Design seq_multiplier_nb_flat, sky130hd; sources not shown.
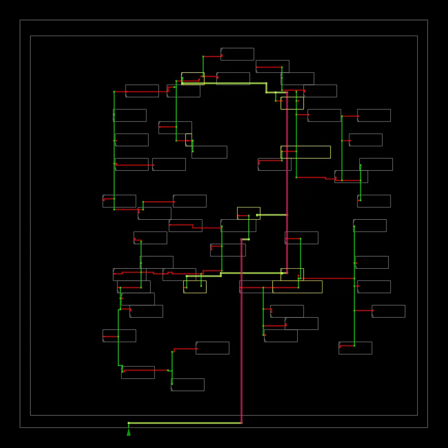
(the clock network)
Worst Clk Skew: 0.00869 ns
clk pwr: 481 uW
clock buffers: 5

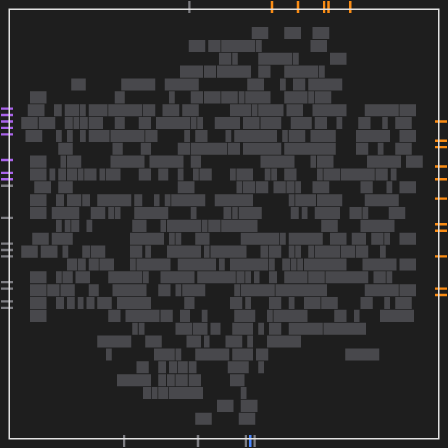
(I/O pins on the die edge)
Pins as bars across the die edge, other pins in gray.
purple -> io_b  # pins 8, direction input, edge west
orange -> io_product  # pins 16, direction output, edge 11 east, 5 north
blue -> io_in_ready  # pins 1, direction output, edge south
DIE WIDTH: 90.6 um
Die Ht: 90.6 um
tally of buffers added on design ports: 38

==> impl_metrics.tcl <==
# collected from the flow reports
set metrics [dict create \
    irDropWorstVdd_mv 0.267 \
    postSynthCellCount 307 \
    cpPeakStageDelay_ns 0.41 \
    maxSlewHeadroom 0.311 \
    rsz0062_at_grt "true" \
    tritoncts "done" \
    cp_cell_sequence "ha_4, fa_2, fa_2, fa_2, fa_2, fa_2, fa_2, inv_2, fa_1, a21oi_2, a22oi_1, nor2_1" \
    syn_avg_cell_area_sq_um 8.79 \
    cp_common_cell "fa_2" \
    drt-initial-drc-count 102 \
    antenna_cells 0 \
    hold_depth 2 \
    status "complete, but fails checks" \
    ff2ff_path_depth 12 \
    syn_to_final_growth_pct 26.4 \
    chip_area_sq_um 8200 \
    ys_area_sq_um 2700 \
    syn_area_sq_um 2700 \
    finalSetupViolCount 1 \
    fin_ws_ns -0.0253 \
    drive_above_1_share 0.122 \
    setup_tns_ns -0.0253 \
    antenna_found_initial 0 \
    largest_reg_flops 16 \
    ys.flop_type "dfxtp_1" \
    fp_util 0.372 \
    async_flop_share 0 \
    endpoint_kind "register" \
    drc_errors 0 \
    tightest_slew_ns 1.03 \
    place.gp.congestion 0.774 \
    grt_pass1_vias 1994 \
    fmax_mhz 292 \
    fp_nets 357 \
    grt_pass1_wl_um 9430 \
    cts_setup_buffers 0 \
    dp_slack_ns -0.110 \
    ctsHoldBuffers 0 \
    slowest_stage "fa_1" \
    cp_data_required_time_ns 3.65 \
    core.rowCount 31 \
    num_vias 2234 \
    violations "setup timing" \
    cts.path.max_buffers 2 \
    htreeDepth 2 \
    clock_latency_ns 0.31 \
    io-pin-count 39 \
    numSynthFlops 47 \
    cts.clk_slew.worst_paths_ns 0.09 \
    power_density_nw_per_um2 770 \
    drv_slew 0 \
    wl_per_cell_um 13.1 \
    edf_count 0 \
    coreArea_sq_um 7250 \
    lay_top_cells "nor2_1, dfxtp_1, clkdlybuf4s50_1" \
    grtUsageTotal 0.142 \
    yosys_warnings 0 \
    yosysCellCount 307 \
    finalHoldViolCount 0 \
    arrival_ns 3.67 \
    grt_max_degree 49 \
    r2r_setup_slack_ns -0.03 \
    min_period_over_period 1.01 \
    grt_overflow 0 \
    cts_inserted_buffers 5 \
    p_leak_uw 0.00118 \
    dp.cells 434 \
    hpwl_um 4210 \
    maxCapViolations 0 \
    hp-class "reg -> reg" \
    finalCriticalPeriod_ns 3.43 \
]
==> critical path: cells and delay by family, from the launching register on <==
family	cells	cell delay [ns]
simple gates	1	0.12
compound gates	2	0.19
buf+inv	1	0.06
fa+ha+maj	8	2.63
flops	1	0.35
==> Yosys cell counts, drive strengths merged (4+ instances only) <==
cell	count	area, sq um
nor2	44	165
dfxtp	47	941
nand3	4	20.0
nor3	5	25.0
a21oi	9	48.8
a211oi	20	150
o21ai	10	50.1
inv	29	109
xnor2	9	78.8
a22oi	13	97.6
ha	22	275
o22ai	5	31.3
clkbuf	9	33.8
nand2	17	63.8
buf	8	36.3
mux2i	19	190
nor2b	5	36.3
fa	7	140
==> report_power, final <==
part	internal [uW]	leakage, uW	switching (uW)	total (uW)
Sequential	698	0.000384	118	816
Combinational	593	0.000726	734	1330
Clock	291	0.0000695	191	481
Total	1580	0.00118	1040	2620
==> what timing repair did <==
item                       in CTS  in global routing
pin swaps                       5                  4
setup endpoints to repair       3                  3
cloned                          0                  0
gates resized                   9                 13
==> metal layers <==
layer  global-route usage  share of wire  vias to the layer above
met4               0.0500          0.014                        0
met3               0.0275          0.040                        5
met1                0.202           0.51                     1034
met2                0.213           0.43                       50
met5                    0              0                        -
li1                     -              -                     1145
==> cell type report <==
type,instances,area [sq um],area share
clock buffer,5,68.8,0.0202
clock inverter,3,63.8,0.0187
inverter,29,109,0.0319
multi-input combinational,214,1670,0.489
sequential,47,945,0.277
tap,99,124,0.0363
timing repair buffer,45,433,0.127
==> through the flow <==
stage / hold slack (ns) / total power [uW] / area (sq um)
after floorplan: 0.440 / 1680 / 2710
after detailed placement: 0.464 / 2060 / 3200
after CTS: 0.477 / 2590 / 3350
final: 0.473 / 2620 / 3410
after global routing: 0.498 / 2840 / 3410
after global placement: 0.452 / 2030 / 3200
==> cell families (layout without fill, tap and decap cells) <==
kind of cell / Yosys count / in the layout / synth area share
buffers and inverters: 46 / 82 / 0.0663
and+or+nand+nor: 85 / 85 / 0.140
xor gates and xnor gates: 10 / 10 / 0.0325
muxes: 20 / 20 / 0.0747
DFF: 47 / 47 / 0.349
adders and majority gates: 29 / 29 / 0.154
AOI/OAI and AO/OA: 70 / 70 / 0.184
No activity file was given, so power comes from the tool's default toggle rates.
